## src/rtl/fpu_mem_pkg.sv

```systemverilog
// Shared widths and drainer state encoding for the FPU write-buffer drain path.
package fpu_mem_pkg;

  localparam int MEM_ADDR_W = 32;
  localparam int MEM_DATA_W = 64;

  typedef enum logic [1:0] {
    ST_IDLE  = 2'd0,
    ST_FETCH = 2'd1,
    ST_SEND  = 2'd2,
    ST_DONE  = 2'd3
  } drain_state_e;

endpackage

```

## src/rtl/fpu_col_packer.sv

```systemverilog
// Assembles one column of bytes into a 64-bit memory word, one byte lane per row.
module fpu_col_packer
  import fpu_mem_pkg::*;
#(
  parameter int ROWS     = 8,
  parameter int ROW_BITS = 3
) (
  input  logic                  clk,
  input  logic                  rst,
  input  logic                  clear,
  input  logic                  cap_en,
  input  logic [ROW_BITS-1:0]   cap_row,
  input  logic [7:0]            cap_data,
  output logic [MEM_DATA_W-1:0] word
);

  logic [MEM_DATA_W-1:0] word_q, word_d;

  // Lanes at or above ROWS are never written, so they stay zero after a clear.
  always_comb begin
    word_d = word_q;
    if (clear) begin
      word_d = '0;
    end else if (cap_en) begin
      for (int r = 0; r < ROWS; r++) begin
        if (cap_row == ROW_BITS'(r)) begin
          word_d[r*8 +: 8] = cap_data;
        end
      end
    end
  end

  always_ff @(posedge clk) begin
    if (rst) begin
      word_q <= '0;
    end else begin
      word_q <= word_d;
    end
  end

  assign word = word_q;

endmodule

```

## src/rtl/fpu_write_drainer.sv

```systemverilog
// Drains the FPU column write buffer to memory, one 64-bit word per column.
//   state | meaning
//   IDLE  | waiting for start
//   FETCH | reading R rows of the current column, plus one cycle for the last byte
//   SEND  | presenting the packed column word until mem_wr_ready
//   DONE  | one-cycle done pulse, then back to IDLE
module fpu_write_drainer
  import fpu_mem_pkg::*;
#(
  parameter  int COL_WIDTH        = 10,
  parameter  int MEM_BUFFER_WIDTH = 512,
  localparam int ROWS             = COL_WIDTH - 2,
  localparam int BADDR_BITS       = (MEM_BUFFER_WIDTH > 1) ? $clog2(MEM_BUFFER_WIDTH) : 1,
  localparam int WADDR_BITS       = (ROWS > 1) ? $clog2(ROWS) : 1
) (
  input  logic                             clk,
  input  logic                             rst,
  input  logic                             start,
  input  logic [MEM_ADDR_W-1:0]            base_addr,
  input  logic [BADDR_BITS:0]              num_cols,
  output logic                             busy,
  output logic                             done,
  output logic                             buf_rd_en,
  output logic [BADDR_BITS+WADDR_BITS-1:0] buf_rd_addr,
  input  logic [7:0]                       buf_rd_data,
  output logic                             mem_wr_valid,
  input  logic                             mem_wr_ready,
  output logic [MEM_ADDR_W-1:0]            mem_wr_addr,
  output logic [MEM_DATA_W-1:0]            mem_wr_data,
  output logic                             mem_wr_last
);

  if (ROWS > 8 || ROWS < 1) begin : g_bad_col_width
    $error("fpu_write_drainer: COL_WIDTH-2 must be in 1..8");
  end

  localparam logic [BADDR_BITS:0] COL_ONE = (BADDR_BITS+1)'(1);
  localparam logic [WADDR_BITS:0] ROW_ONE = (WADDR_BITS+1)'(1);
  localparam logic [WADDR_BITS:0] ROW_END = (WADDR_BITS+1)'(ROWS);

  drain_state_e            state_q, state_d;
  logic [BADDR_BITS:0]     col_q, col_d;
  logic [BADDR_BITS:0]     num_q, num_d;
  logic [MEM_ADDR_W-1:0]   base_q, base_d;
  logic [WADDR_BITS:0]     row_q, row_d;
  logic                    cap_vld_q, cap_vld_d;
  logic [WADDR_BITS-1:0]   cap_row_q, cap_row_d;
  logic                    pk_clear;
  logic                    last_col;

  assign last_col = ((col_q + COL_ONE) == num_q);

  always_comb begin
    state_d      = state_q;
    col_d        = col_q;
    num_d        = num_q;
    base_d       = base_q;
    row_d        = row_q;
    cap_vld_d    = 1'b0;
    cap_row_d    = '0;
    pk_clear     = 1'b0;
    busy         = 1'b0;
    done         = 1'b0;
    buf_rd_en    = 1'b0;
    buf_rd_addr  = '0;
    mem_wr_valid = 1'b0;
    mem_wr_addr  = '0;
    mem_wr_last  = 1'b0;

    case (state_q)
      ST_IDLE: begin
        if (start) begin
          base_d   = base_addr;
          num_d    = num_cols;
          col_d    = '0;
          row_d    = '0;
          pk_clear = 1'b1;
          state_d  = (num_cols == '0) ? ST_DONE : ST_FETCH;
        end
      end

      ST_FETCH: begin
        busy = 1'b1;
        if (row_q < ROW_END) begin
          buf_rd_en   = 1'b1;
          buf_rd_addr = {col_q[BADDR_BITS-1:0], row_q[WADDR_BITS-1:0]};
          cap_vld_d   = 1'b1;
          cap_row_d   = row_q[WADDR_BITS-1:0];
          row_d       = row_q + ROW_ONE;
        end else begin
          // Last byte lands in the packer on this edge.
          state_d = ST_SEND;
        end
      end

      ST_SEND: begin
        busy         = 1'b1;
        mem_wr_valid = 1'b1;
        mem_wr_addr  = base_q + (MEM_ADDR_W'(col_q) << 3);
        mem_wr_last  = last_col;
        if (mem_wr_ready) begin
          if (last_col) begin
            state_d = ST_DONE;
          end else begin
            col_d    = col_q + COL_ONE;
            row_d    = '0;
            pk_clear = 1'b1;
            state_d  = ST_FETCH;
          end
        end
      end

      ST_DONE: begin
        done    = 1'b1;
        state_d = ST_IDLE;
      end

      default: state_d = ST_IDLE;
    endcase
  end

  always_ff @(posedge clk) begin
    if (rst) begin
      state_q   <= ST_IDLE;
      col_q     <= '0;
      num_q     <= '0;
      base_q    <= '0;
      row_q     <= '0;
      cap_vld_q <= 1'b0;
      cap_row_q <= '0;
    end else begin
      state_q   <= state_d;
      col_q     <= col_d;
      num_q     <= num_d;
      base_q    <= base_d;
      row_q     <= row_d;
      cap_vld_q <= cap_vld_d;
      cap_row_q <= cap_row_d;
    end
  end

  fpu_col_packer #(
    .ROWS     (ROWS),
    .ROW_BITS (WADDR_BITS)
  ) u_packer (
    .clk      (clk),
    .rst      (rst),
    .clear    (pk_clear),
    .cap_en   (cap_vld_q),
    .cap_row  (cap_row_q),
    .cap_data (buf_rd_data),
    .word     (mem_wr_data)
  );

endmodule
```

## config.mk

```make
export PLATFORM = sky130hd
export DESIGN_NAME = fpu_write_drainer
export DESIGN_NICKNAME = d
export VERILOG_FILES = /design/src/rtl/fpu_mem_pkg.sv /design/src/rtl/fpu_col_packer.sv /design/src/rtl/fpu_write_drainer.sv
export SDC_FILE = /design/constraint.sdc
export NUM_CORES = 1
export LEC_CHECK = 0
export CELL_PAD_IN_SITES_DETAIL_PLACEMENT = 0
export CELL_PAD_IN_SITES_GLOBAL_PLACEMENT = 1
export CORE_UTILIZATION = 23
export CTS_BUF_LIST = sky130_fd_sc_hd__clkbuf_16
export DETAILED_ROUTE_END_ITERATION = 8
export PLACE_DENSITY_LB_ADDON = 0.1
export SLEW_MARGIN = 15
export SYNTH_ARGS = -nofsm -noshare
export SYNTH_HDL_FRONTEND = slang
export SYNTH_SLANG_ARGS = --single-unit
export TNS_END_PERCENT = 30
```

## constraint.sdc

```tcl
create_clock -name clk -period 7.8 [get_ports clk]
set_input_delay 1.56 -clock clk [delete_from_list [all_inputs] [get_ports clk]]
set_output_delay 1.56 -clock clk [all_outputs]
set_load 0.05 [all_outputs]
```

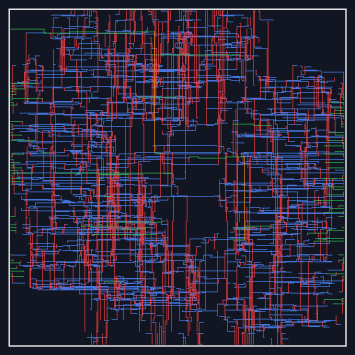
(run_1/layers.png)
Drawn at 2 px/um.
Blue stands for M1, wire length 10400 um. Red stands for M2, wire length 9670 um. Orange stands for M4, wire length 126 um. Green stands for M3, wire length 805 um.

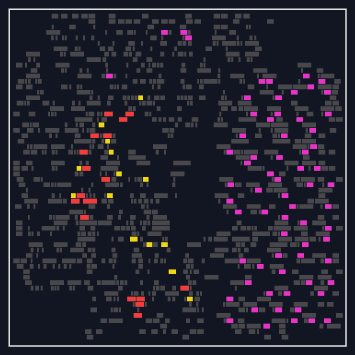
(run_1/gates.png)
Drawn at 2 px/um.
Red stands for fa/ha/maj cells, cells 17, most used ha_1. Magenta stands for mux cells, cells 68, most used mux2i_1. Yellow stands for non-inverting ao/oa cells, cells 14, most used a21o_1.

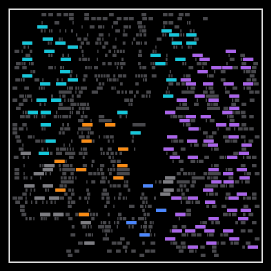
(run_1/ff_map.png)
Drawn at 1.5 px/um. Other sequential cells in the stronger grey, the rest of the logic in the fainter grey.
Cyan stands for `base_q`, placed flops 32. Orange stands for `col_q`, placed flops 10. Purple stands for `u_packer.word`, placed flops 64. Blue stands for `row_q`, placed flops 4, where south.
Another 16 sequential cells are not coloured.

==> CHANGELOG.md, run 1 <==
## Implementation

* Status: finished, final reports clean
* Slew HR at 34.6%
* Setup TNS at 0 ns
* Cell internal pwr at approximately 1.3 mW
* Crit Path Class: flop to output pin
* Most common cell in the netlist: dfxtp_1
* Clock tree sinks at about 130
* Routing usage on met2 at 24.8%
* Sw Pwr at between 800 and 900 uW
* Post_cts resized at 0
* Vias per Instance at 4.52
* Final setup violating endpoints at 0
* Async SR Flop Fraction at 0%
* Met2 WL at 9670 um
* Hold WC Path Type: flop to flop
* Yosys adder share at 3.49%
* Placed Cells incl. Taps at 1228
* Cell type with the largest total area: dfxtp_1
* GRT met1 Usage at between 20% and 30%
* Routed Antenna Nets at 0
* First-pass GRT wire length at approximately 33000 um
* Peak supply drop at approximately 0.00012 V
* Yosys synthesis chip area at 0.00631 mm2
* DRC viols at 0
* Top sig layer: met4
* Crit. path cell count at 11
* Yosys cell types at about 56
* Port Buffers at approximately 170
* Sequential share of the synthesized area at 40.0%
* RSZ-0062 raised after global routing: no
* Worst-path clk slew at 0.06 ns
* Fin crit period at around 5.5 ns
* DIE HEIGHT at between 150 and 200 um
* Final hold violation count at 0
* AND/OR/NAND/NOR Cells, Area Fraction at between 20 and 25%
* Compound Share, Synth at between 10% and 20%
* Root Driver: clkbuf_16
* Largest net degree at the start of global routing at 67
* Critical Path Sink: mem_wr_addr[27]
* Post-CTS Setup Bufs at 0
* Initial antenna violation count at 0
* Worst reg2reg path depth at 8
* Cts hold-fix bufs at 0
* Finished Layout Cells at roughly 1300
* Post-synthesis cell count at ~760
* Fmax at about 0.18 GHz
* FF-to-FF Start: state_q[0]
* Diode count at 0
* CTS max path bufs at 2
## run 1: stage by stage
step | setup WS (ns) | power [mW] | area [um2]
after global routing | 1.98 | 2.31 | 8770
after global placement | 2.76 | 1.45 | 8210
after floorplan | 3.37 | 1.22 | 6310
final | 2.28 | 2.17 | 8770
after CTS | 2.25 | 2.21 | 8770
after detailed placement | 2.72 | 1.44 | 8210
## run 1: layout by cell type, fill, tap and decap left out, types with 6 or more instances in the layout
master	instances
o21ai_0	28
mux2i_1	68
a211oi_1	6
ha_1	16
clkinvlp_4	6
nor3_1	10
clkdlybuf4s50_1	165
nand2b_1	10
inv_1	17
nand2_1	111
nand3_1	18
a21oi_1	56
nor2_1	92
clkbuf_16	17
xor2_1	8
dfxtp_1	126
and3_1	8
xnor2_1	18
buf_4	9
nor2b_1	8
nand4_1	6
and2_1	19
nor2_2	10
## run 1: power by group through the flow
stage / Combinational (mW) / Sequential [mW] / Clock (mW)
after CTS: 0.675 / 0.754 / 0.784
final: 0.663 / 0.754 / 0.755
after global placement: 0.679 / 0.768 / 0
after detailed placement: 0.673 / 0.768 / 0
after global routing: 0.730 / 0.764 / 0.814
after floorplan: 0.463 / 0.760 / 0
## run 1: registers in the layout, summed over array words and instances (netlist names)
signal / flops
u_packer.word: 64
base_q: 32
col_q: 10
num_q: 10
row_q: 4
cap_row_q: 3
state_q: 2
cap_vld_q: 1
## run 1: area by class of cell
class | instances | area, um2
Clock buffer | 17 | 425
Clock inverter | 15 | 126
Fill cell | 2895 | 18200
Inverter | 17 | 63.8
Multi-Input combinational cell | 569 | 3480
Sequential cell | 126 | 2520
Tap cell | 341 | 427
Timing Repair Buffer | 175 | 1720
==> run 2, diff against run 1 <==
==> constraint.sdc (replaced) <==
create_clock -name clk -period 4.6 [get_ports clk]
set_input_delay 0.92 -clock clk [delete_from_list [all_inputs] [get_ports clk]]
set_output_delay 0.92 -clock clk [all_outputs]
set_load 0.05 [all_outputs]
==> run 2 against run 1 <==
Against the previous run: power grew 82%; design area increased by 1.5%; die size is the same; non-clock buffer count rose by 3; hold slack is essentially flat; flip-flop count unchanged; register-to-register slack got worse by 3.1 ns; core utilization rose by 0.50 points; routed wire length grew 1.4%; global-route usage hardly changed; clock-buffer cell count did not move; largest cell class unchanged; critical endpoint is now mem_wr_addr[26].
==> CHANGELOG.md, run 2 <==
## Implementation

* Syn_nets at between 800 and 900
* Compound Share, Synth at 12.8% (unchanged)
* Max reg flops at 64 (unchanged)
* Post-layout instance area at 0.00890 mm2 (+1.5%)
* Placed Cells incl. Taps at 1231 (+0.24%)
* DRC viols at 0 (unchanged)
* Sequential share of the synthesized area at 40.0% (unchanged)
* Finished Layout Cells at 1262 (+0.16%)
* Vias per Instance at 4.56 (+0.96%)
* Slew HR at 46.0% (+11 points)
* Ys cells at approximately 760
* Arr. time, crit path at approximately 3.5 ns
* Largest net degree at the start of global routing at 59 (-12%)
* Crit Path Class: flop to output pin
* Cell type with the largest total area: dfxtp_1
* Post-synthesis cell count at 763 (unchanged)
* Cell internal pwr at 2.52 mW (+91%)
* Initial antenna violation count at 0 (unchanged)
* Crit-path slowest cell: clkdlybuf4s50_1
* Port Buffers at 166 (unchanged)
* Vias in the first global route at approximately 5600
* Sw Pwr at 1.44 mW (+68%)
* Clock tree sinks at 126 (unchanged)
* Yosys adder share at 3.49% (unchanged)
* Fmax at 0.228 GHz
* Dpl ws at 0.579 ns (-2.14 ns)
* First-pass GRT wire length at 33000 um (+0.21%)
* Root Driver: clkbuf_16
* Final setup violating endpoints at 0 (unchanged)
* Power Clock at 1.53 mW (+100%)
* Top power group: clock
* Post-route setup slack at 0.218 ns (-2.07 ns)
* Die Size at ~0.028 mm2
* Routed Antenna Nets at 0 (unchanged)
* Most common cell in the netlist: dfxtp_1
* Most numerous logic cell after layout: clkdlybuf4s50_1
* Area after DPL at 0.00824 mm2 (+0.27%)
* Peak supply drop at 0.000263 V (+120%)
* Synthesis-stage register bit count at roughly 130
* Worst-path clk slew at 0.06 ns (about the same)
* AND/OR/NAND/NOR Cells, Area Fraction at 24.4% (unchanged)
* Most common logic cells in the final layout: clkdlybuf4s50_1 (153), dfxtp_1 (126), nand2_1 (111), nor2_1 (92), mux2i_1 (68)
* Yosys synthesis chip area at 0.00631 mm2 (unchanged)
* CTS tree: yes
* Seq group at 1.27 mW (+68%)
* RSZ-0062 raised after global routing: no
* Hold WC Path Type: flop to flop
* Status: finished, final reports clean
* Fin crit period at approximately 4.4 ns
* Dominant register cell: dfxtp_1
* Yosys cell types at 56 (unchanged)
* Setup TNS at 0 ns (unchanged)
* Final hold violation count at 0 (unchanged)
* Async SR Flop Fraction at 0% (unchanged)
* P_comb at 1.16 mW (+75%)
* DIE HEIGHT at 168 um (unchanged)
* CTS max path bufs at 2 (unchanged)
* Area grow syn2layout at 41.1%
* Diode count at 0 (unchanged)
==> run 2: cell counts after synthesis <==
Identical to the previous run, type by type.
==> run 2: metrics by stage <==
step | power (mW) | utilization [%]
after floorplan | 2.07 | -
after global placement | 2.49 | 30.6
after detailed placement | 2.48 | 30.6
after CTS | 4.03 | 33.0
after global routing | 4.18 | 33.0
final | 3.96 | 33.0
==> run 2: final timing paths <==
check / from / end / depth (start not counted)
worst min-delay path: base_q[1] / base_q[1] / 2
worst max register to register: col_q[3] / col_q[7] / 7
worst min register to register: base_q[1] / base_q[1] / 2
worst max-delay path: col_q[5] / mem_wr_addr[26] / 8
==> run 2: logic make-up (layout without fill, tap and decap cells) <==
kind of cell             after synthesis  in the layout
XOR/XNOR                              26             26
flip-flops                           126            126
multiplexers                          68             68
adder cells (fa/ha/maj)               17             17
AND-OR/OR-AND                        132            132
AND/OR/NAND/NOR                      326            326
buffers and inverters                 68            226
==> run 2: per-layer routing <==
metal | vias to the layer above | GRT usage, % | share of wire, %
met5 | - | 0 | 0
met3 | 11 | 3.31 | 3.8
met2 | 127 | 24.9 | 46
met4 | 0 | 4.11 | 0.86
li1 | 2908 | - | -
met1 | 2715 | 20.4 | 49
==> run 2: critical path, delay by kind of cell, from the launching register on <==
kind,cells,cell delay [ns]
buffers and inverters,1,0.85
AOI/OAI and AO/OA,6,1.40
adders and majority gates,1,0.33
DFF,1,0.47
==> run 2: cell type report <==
class	instances	area, um2
tap	341	427
sequential	126	2520
clock buffer	17	425
timing repair buffer	178	1750
multi-input combinational	569	3480
inverter	17	63.8
clock inverter	14	230
fill	2855	18000
==> run 2: repair_timing <==
item                       CTS  global route
buffers inserted             0             0
hold endpoints to repair     0             0
setup endpoints to repair    0             8
gates resized                0             3
hold buffers                 0             0
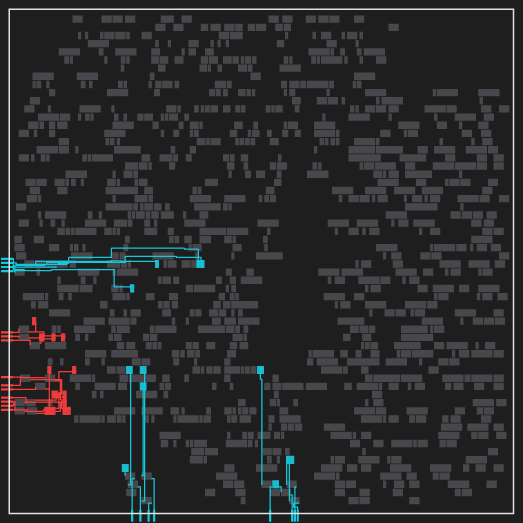
(run_2/port_trees.png)
Drawn at 3 px/um.
Cyan stands for `buf_rd_addr`, bits 12, direction output, edge 8 south, 4 west, end cells 12, buffers 12, wire 504 um. Red stands for `num_cols`, bits 10, direction input, edge west, end cells 13, buffers 10, wire 213 um.

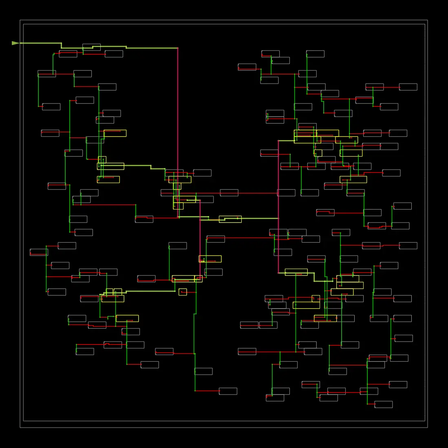
(run_2/clock_nets.png)
CLK BUF: 17
Final Skew: 0.0136 ns
Inserted Clock Buffers: 17
num sequential: 126

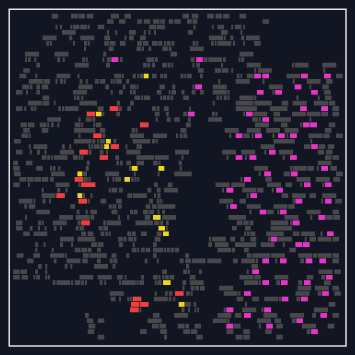
(run_2/gates.png)
Drawn at 2 px/um.
Yellow stands for non-inverting ao/oa cells, cells 14, most used a21o_1, where centre. Magenta stands for mux cells, cells 68, most used mux2i_1. Red stands for fa/ha/maj cells, cells 17, most used ha_1.

==> run 3, diff against run 2 <==
--- a/config.mk
+++ b/config.mk
@@ -7,7 +7,7 @@
 export LEC_CHECK = 0
 export CELL_PAD_IN_SITES_DETAIL_PLACEMENT = 0
 export CELL_PAD_IN_SITES_GLOBAL_PLACEMENT = 1
-export CORE_UTILIZATION = 23
+export CORE_UTILIZATION = 32
 export CTS_BUF_LIST = sky130_fd_sc_hd__clkbuf_16
 export DETAILED_ROUTE_END_ITERATION = 8
 export PLACE_DENSITY_LB_ADDON = 0.1
==> run 3 against run 2 <==
Against the previous run: cell count down 6.4%; clock power down 16%; clock skew about the same; largest cell class unchanged; first-iteration DRC count down 18%; clock-buffer cell count unchanged; critical path depth up 4; global-route usage up 4.2 points; worst setup slack better by 0.072 ns; sequential share of layout area up 0.57 points.
==> CHANGELOG.md, run 3 <==
## Implementation

* Status: finished, final reports clean
* GRT met1 Usage at 25.6% (+5.2 points)
* Post-synth top area share at between 30% and 40%
* Worst-path clk slew at 0.06 ns (about the same)
* Switching Share at a little under two fifths
* Fin crit period at 4.31 ns (-0.0721 ns)
* Initial antenna violation count at 0 (unchanged)
* Area grow syn2layout at 38.3%
* Nets at 979
* Gr busiest metal: met2
* Flop2flop setup slack at between 1.5 and 2 ns
* Inserted Clock Buffers at 17 (unchanged)
* Hold Path Sink: base_q[0]
* CTS tree: yes
* RR Endpoint: col_q[7]
* Root Driver: clkbuf_16
* Port Buffers at 166 (unchanged)
* Placed Cells incl. Taps at 1149 (-6.7%)
* Crit start category: flop
* Worst reg2reg path depth at 8 (+1)
* Worst hold stages at 2 (unchanged)
* First-pass GRT wire length at 30600 um (-7.3%)
* Sw Pwr at 1.40 mW (-2.8%)
* Sequential share of the synthesized area at 40.0% (unchanged)
* Crit Path Class: flop to output pin
* Final hold violation count at 0 (unchanged)
* Crit path max fanout at 8
* Die width at between 100 and 150 um
* Power per cell area at about 420 mW/mm2
* DIE HEIGHT at 142 um (-15%)
* Yosys cell types at 56 (unchanged)
* Async SR Flop Fraction at 0% (unchanged)
* Area after DPL at 0.00812 mm2 (-1.4%)
* Design Power at 3.68 mW (-7.1%)
* Dominant register cell: dfxtp_1
* Die Size at 0.0203 mm2 (-28%)
* Post-Syn Area per Cell at about 8.3 um2
* DRC viols at 0 (unchanged)
* Crit path DRT at ~3.7 ns
* Vias per Instance at 4.89 (+7.1%)
* Maxcap violations at 0
* FILL cells at 1916 (-33%)
* Leakage at roughly 3.5 nW
* FF-to-FF Start: col_q[0]
* Cell type with the largest total area: dfxtp_1
* Fraction of layout cells with a size suffix above 1 at approximately 7.1%
* Hold WC Path Type: flop to flop
* Max reg flops at 64 (unchanged)
* DRT Pass-1 Iters at 4
* Final setup violating endpoints at 0 (unchanged)
* Vias in the first global route at 5622 (+1.2%)
* FP Core Util at around 33%
* Critical Path Sink: mem_wr_addr[11]
* Peak supply drop at 0.000254 V (-3.4%)
* CTS max path bufs at 2 (unchanged)
* Post-layout instance area at 0.00872 mm2 (-2.0%)
* Clock tree sinks at 126 (unchanged)
* Diode count at 0 (unchanged)
* Cell internal pwr at 2.28 mW (-9.6%)
* Setup TNS at 0 ns (unchanged)
* Clk latency late pin at around 0.42 ns
* Yosys synthesis chip area at 0.00631 mm2 (unchanged)
* Most common cell in the netlist: dfxtp_1
* Routing usage on met2 at 32.7% (+7.7 points)
* Sequential Power Share at 34.6%
* Routed Antenna Nets at 0 (unchanged)
* Tcrit/Tclk final at between 90% and 100%
* Yosys synthesis warning count at 0
* Ys cells at 763 (unchanged)
* Critical path startpoint: col_q[0]
* Post-synthesis cell count at 763 (unchanged)
* RSZ-0062 raised after global routing: no
* Worst Tran Pin Value at a little under 0.9 ns
* Syn_nets at 834 (unchanged)
* Synthesis-stage register bit count at 126 (unchanged)
* Core area at around 0.019 mm2
* Fmax at 0.232 GHz (+1.7%)
* Dpl ws at 0.497 ns (-0.0818 ns)
* Most common logic cells in the final layout: clkdlybuf4s50_1 (146), dfxtp_1 (126), nand2_1 (110), nor2_1 (92), mux2i_1 (68)
* Final Skew at 0.0137 ns (+0.0000868 ns)
* Slew HR at 41.4% (-4.6 points)
* Placer congestion estimate at 0.852
* Arr. time, crit path at 3.39 ns (-0.07 ns)
* Met3 Resource Use GR at 4.24% (+0.93 points)
* Largest net degree at the start of global routing at 65 (+10%)
* Post-route setup slack at 0.291 ns (+0.0721 ns)
* Count of library flops with an enable pin at 0
* Final core occ at 45.9% (+13 points)
* Hold_sp: base_q[0]
==> run 3: repair_timing <==
action | 4_1_cts | 5_1_grt
gates resized | 1 | 15
gates cloned | 0 | 0
endpoints found under the setup margin | 2 | 15
buffers inserted | 0 | 0
hold buffers | 0 | 0
==> run 3: layer usage <==
| metal | vias up | share of wire (%) | wire (um) |
|---|---|---|---|
| met5 | - | 0 | 0 |
| met4 | 0 | 0.54 | 104 |
| met3 | 8 | 4.6 | 884 |
| met1 | 2705 | 47 | 9110 |
| li1 | 2910 | - | - |
| met2 | 150 | 48 | 9270 |
==> run 3: power groups by stage <==
stage	sequential, mW	clock, mW	combinational [mW]
global placement	1.29	0	1.11
detailed placement	1.30	0	1.12
global route	1.29	1.37	1.21
CTS	1.27	1.32	1.12
floorplan	1.29	0	0.785
finish	1.27	1.29	1.11
==> run 3: area by class of cell <==
class                      count  area [um2]  share of cell area [%]
timing repair buffer         177        1770                    20.2
sequential                   126        2520                    28.9
inverter                      17        63.8                   0.731
tap                          260         325                    3.73
multi-input combinational    569        3480                    39.9
clock buffer                  17         425                    4.88
clock inverter                15         138                    1.58
==> run 3: worst max-delay path, stage by stage, from the launching register on <==
cell and delay [ns]:
dfxtp_1 0.48, ha_1 0.22, inv_1 0.05, fa_1 0.37, nor2b_1 0.19, o21ai_0 0.13, a21oi_1 0.18, o21ai_1 0.11
buf_4 0.18, nand2b_1 0.08, xnor2_1 0.07, nor2_1 0.09, clkdlybuf4s50_1 0.82
==> run 3: logic make-up (layout without fill, tap and decap cells) <==
group,after synthesis,after routing,share of synthesized area [%]
AND-OR/OR-AND,132,132,12.8
XOR/XNOR,26,26,3.61
adder cells (fa/ha/maj),17,17,3.49
buffers and inverters,68,226,4.92
flip-flops,126,126,40.0
multiplexers,68,68,10.8
AND/OR/NAND/NOR,326,326,24.4
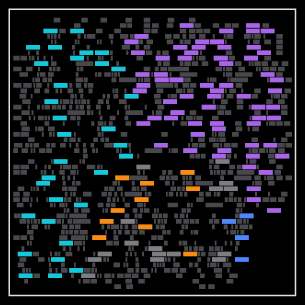
(run_3/ff_map.png)
Drawn at 2 px/um. Other sequential cells in the stronger grey, the rest of the logic in the fainter grey.
Cyan stands for `base_q`, placed flops 32. Blue stands for `row_q`, placed flops 4, where south-east. Orange stands for `col_q`, placed flops 10. Purple stands for `u_packer.word`, placed flops 64.

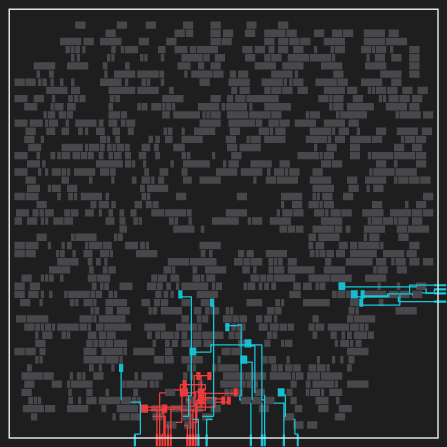
(run_3/port_trees.png)
Drawn at 3 px/um.
Cyan stands for `buf_rd_addr`, bits 12, direction output, edge 8 south, 4 east, end cells 12, buffers 12, wire 408 um. Red stands for `num_cols`, bits 10, direction input, edge south, end cells 13, buffers 10, wire 251 um.

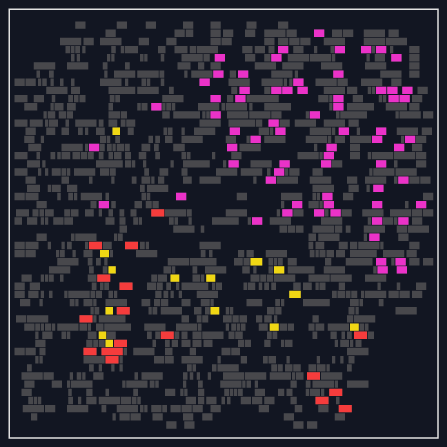
(run_3/gates.png)
Drawn at 3 px/um.
Finished Layout Cells: 1181
multi-input combinational area share: 39.9%
most numerous logic cell after layout: clkdlybuf4s50_1

Power is estimated from default activity; no workload was simulated.
